**Met1 routing**

Scale: 3 px per µm.
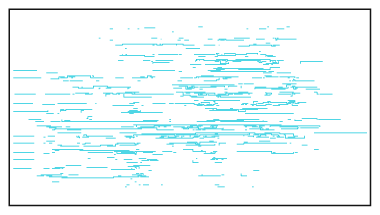
**Routing congestion**

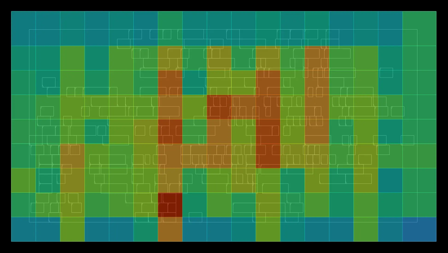
**Where the registers sit**

Scale: 4 px per µm. Other sequential cells in the stronger gray, the rest of the logic in the fainter gray.
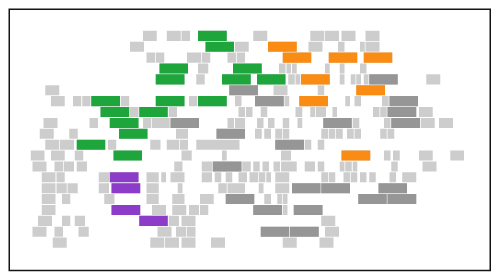
**Selected gate families**

Scale: 3 px per µm.
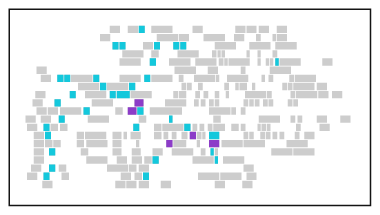
--- config.mk ---
export PLATFORM = sky130hd
export DESIGN_NAME = tipi_nibble_port
export DESIGN_NICKNAME = d
export VERILOG_FILES = /design/src/rtl/tipi_pkg.sv /design/src/rtl/tipi_sync.sv /design/src/rtl/tipi_nibble_port.sv
export SDC_FILE = /design/constraint.sdc
export NUM_CORES = 1
export LEC_CHECK = 0
export CORE_ASPECT_RATIO = 0.5
export CORE_MARGIN = 5
export CORE_UTILIZATION = 30
export CTS_BUF_LIST = sky130_fd_sc_hd__clkbuf_4
export DETAILED_ROUTE_END_ITERATION = 8
export MAX_ROUTING_LAYER = met4
export PLACE_DENSITY = 0.53
export SLEW_MARGIN = 0
export SYNTH_ARGS = -nofsm -noshare
export SYNTH_HDL_FRONTEND = slang
export SYNTH_SLANG_ARGS = --single-unit
--- constraint.sdc ---
create_clock -name clk -period 2.4 [get_ports clk]
set_clock_uncertainty 0.15 [all_clocks]
set_input_delay 0.24 -clock clk [delete_from_list [all_inputs] [get_ports clk]]
set_output_delay 0.24 -clock clk [all_outputs]
set_load 0.01 [all_outputs]
--- src/rtl/tipi_pkg.sv ---
// tipi_pkg: shared encodings for the TIPI Pi-side nibble port.
//   - r_sel register-select encodings (TD/TC are Pi reads, RD/RC are Pi writes)
//   - nibble sequencing state enum
package tipi_pkg;

   localparam logic [1:0] SEL_TD = 2'd0;
   localparam logic [1:0] SEL_TC = 2'd1;
   localparam logic [1:0] SEL_RD = 2'd2;
   localparam logic [1:0] SEL_RC = 2'd3;

   // NIB0: high nibble pending, NIB1: low nibble pending
   typedef enum logic {
      NIB0 = 1'b0,
      NIB1 = 1'b1
   } nib_state_e;

endpackage

--- src/rtl/tipi_sync.sv ---
// tipi_sync: multi-stage flop synchroniser for a bus of asynchronous inputs.
// Ports:
//   clk      - destination clock
//   r_reset  - synchronous active-high reset, clears every stage
//   d_i      - asynchronous input bus
//   q_o      - synchronised output bus (STAGES clocks of latency)
module tipi_sync #(
   parameter int unsigned WIDTH  = 8,
   parameter int unsigned STAGES = 2
) (
   input  logic             clk,
   input  logic             r_reset,
   input  logic [WIDTH-1:0] d_i,
   output logic [WIDTH-1:0] q_o
);

   logic [WIDTH-1:0] stage_q [STAGES];

   always_ff @(posedge clk) begin
      if (r_reset) begin
         for (int unsigned i = 0; i < STAGES; i++) begin
            stage_q[i] <= '0;
         end
      end else begin
         stage_q[0] <= d_i;
         for (int unsigned i = 1; i < STAGES; i++) begin
            stage_q[i] <= stage_q[i-1];
         end
      end
   end

   assign q_o = stage_q[STAGES-1];

endmodule

--- src/rtl/tipi_nibble_port.sv ---
// tipi_nibble_port: Pi-side nibble transfer port of the TIPI CPLD.
// Serialises TD/TC bytes to the Pi high nibble first, and assembles two
// Pi-written nibbles into the RD/RC latches.
// Ports:
//   clk, r_reset        - system clock, synchronous active-high reset
//   r_clk               - async Pi nibble strobe (rising edge advances)
//   r_nibrst            - async Pi nibble-sequence reset (level)
//   r_sel[1:0]          - async register select: TD, TC (read), RD, RC (write)
//   r_nib_in[3:0]       - Pi write nibble
//   r_nib_out[3:0]      - nibble to the Pi for reads (registered)
//   r_nib_oe            - external nibble buffer output enable (registered)
//   td_q, tc_q          - TI-side TD/TC latch contents
//   rd_q, rc_q          - RD/RC latch contents to the TI read mux
//   rd_wr, rc_wr        - one-cycle commit pulses
//   td_ack, tc_ack      - one-cycle read-complete pulses
module tipi_nibble_port
   import tipi_pkg::*;
#(
   parameter int unsigned SYNC_STAGES = 2
) (
   input  logic       clk,
   input  logic       r_reset,
   input  logic       r_clk,
   input  logic       r_nibrst,
   input  logic [1:0] r_sel,
   input  logic [3:0] r_nib_in,
   output logic [3:0] r_nib_out,
   output logic       r_nib_oe,
   input  logic [7:0] td_q,
   input  logic [7:0] tc_q,
   output logic [7:0] rd_q,
   output logic [7:0] rc_q,
   output logic       rd_wr,
   output logic       rc_wr,
   output logic       td_ack,
   output logic       tc_ack
);

   logic       clk_s;
   logic       nibrst_s;
   logic [1:0] sel_s;
   logic [3:0] nib_s;

   tipi_sync #(
      .WIDTH  (8),
      .STAGES (SYNC_STAGES)
   ) u_sync (
      .clk     (clk),
      .r_reset (r_reset),
      .d_i     ({r_clk, r_nibrst, r_sel, r_nib_in}),
      .q_o     ({clk_s, nibrst_s, sel_s, nib_s})
   );

   logic       clk_prev_q;
   logic       strobe_edge;
   logic [7:0] live_byte;

   nib_state_e state_q;
   logic [1:0] sel_l_q;
   logic [3:0] hi_l_q;
   logic [7:0] snap_q;

   assign strobe_edge = clk_s & ~clk_prev_q;
   assign live_byte   = (sel_s[0]) ? tc_q : td_q;

   always_ff @(posedge clk) begin
      if (r_reset) begin
         clk_prev_q <= 1'b0;
         state_q    <= NIB0;
         sel_l_q    <= '0;
         hi_l_q     <= '0;
         snap_q     <= '0;
         r_nib_out  <= '0;
         r_nib_oe   <= 1'b0;
         rd_q       <= '0;
         rc_q       <= '0;
         rd_wr      <= 1'b0;
         rc_wr      <= 1'b0;
         td_ack     <= 1'b0;
         tc_ack     <= 1'b0;
      end else begin
         clk_prev_q <= clk_s;
         rd_wr      <= 1'b0;
         rc_wr      <= 1'b0;
         td_ack     <= 1'b0;
         tc_ack     <= 1'b0;

         if (nibrst_s) begin
            // Sequence reset swallows any coincident strobe edge.
            state_q   <= NIB0;
            r_nib_oe  <= 1'b0;
            r_nib_out <= live_byte[7:4];
         end else begin
            unique case (state_q)
               NIB0: begin
                  r_nib_oe <= ~sel_s[1];
                  if (strobe_edge) begin
                     sel_l_q <= sel_s;
                     state_q <= NIB1;
                     if (!sel_s[1]) begin
                        // Snapshot so a TI update mid-byte cannot tear the read.
                        snap_q    <= live_byte;
                        r_nib_out <= live_byte[3:0];
                     end else begin
                        hi_l_q <= nib_s;
                     end
                  end else begin
                     r_nib_out <= live_byte[7:4];
                  end
               end
               NIB1: begin
                  r_nib_oe <= ~sel_l_q[1];
                  if (strobe_edge) begin
                     state_q <= NIB0;
                     if (!sel_l_q[1]) begin
                        td_ack <= (sel_l_q != SEL_TC);
                        tc_ack <= (sel_l_q == SEL_TC);
                     end else if (sel_l_q == SEL_RC) begin
                        rc_q  <= {hi_l_q, nib_s};
                        rc_wr <= 1'b1;
                     end else begin
                        rd_q  <= {hi_l_q, nib_s};
                        rd_wr <= 1'b1;
                     end
                  end
               end
               default: state_q <= NIB0;
            endcase
         end
      end
   end

endmodule

==> results.yml <==
# yosys + openroad results
setup_path:
  critPathSlowestCell: "or3b_1"
  r2r_cells: 3
  path_class: "reg2reg"
  path_depth: 3
  crit_family: "simple AND/OR/NAND/NOR gates"
  endpoint: "r_nib_out[2]"
  crit_arrival_ns: 1.93
min_path:
  min_to: "u_sync.stage_q[0][4]"
clocking:
  clk_path_buf_depth: 2
  htree_levels: 2
  ctsHoldBuffers: 0
final_layout:
  seqCellArea_um2: 981
  multiInputCombCellCount: 129
  n_all_buffers: 53
  inv_count: 3
  postLayoutCellArea_um2: 2430
  layout_top_cell: "clkdlybuf4s50_1"
final_timing:
  timing.final.max_slew_violations: 0
  fin_crit_sh: 0.759
  hold_violations: 0
  slew_headroom: 0.558
  rsz0062_at_grt: "false"
synthesis:
  syn-cell-area_um2: 1810
  ys_cells: 194
  synth.top_cell.area_share: 0.541
  ys_sh_xor: 0
  yosys.area_share.simple: 0.229
  ys_types: 26
  ys_sh_aoi: 0.177
  mux_area_frac: 0
  netlist_instances: 194
power:
  power.total_mw: 1.42
  power_frac_seq: 0.600
  comb-power_uw: 117
  vdd_drop_max_mv: 0.210
global_routing:
  grt_pass1_wl_um: 6840
detailed_routing:
  ant_nets: 0
  drcViolationCount: 0
  viasPerCell: 4.75
job:
  maxCapViolations: 0
status:
  status: "finished clean"
die:
  coreArea_um2: 5960
placement:
  pre_cts_slack_ns: 0.590
About 'met1 routing':
240 nets have wire on it. The longest straight run is 31.7 µm.
met1 GRT Util: 0.142
Post-Route WL: 4090 µm
vias: 1512

About 'routing congestion':
gr busiest metal: met2
M3 GR Usage: 0.0349
WL per Instance: 12.9 µm
M2 GR Usage: 0.173

About 'where the registers sit':
Purple marks r_nib_out, sequential cells 4, where south-west. Orange marks rd_q, sequential cells 8. Green marks u_sync.stage_q, sequential cells 16.
Another 21 sequential cells are not colored.

About 'selected gate families':
Cyan marks NOR gates, cells 34. Purple marks AND and OR gates, cells 5.

Power and IR drop assume default switching activity.
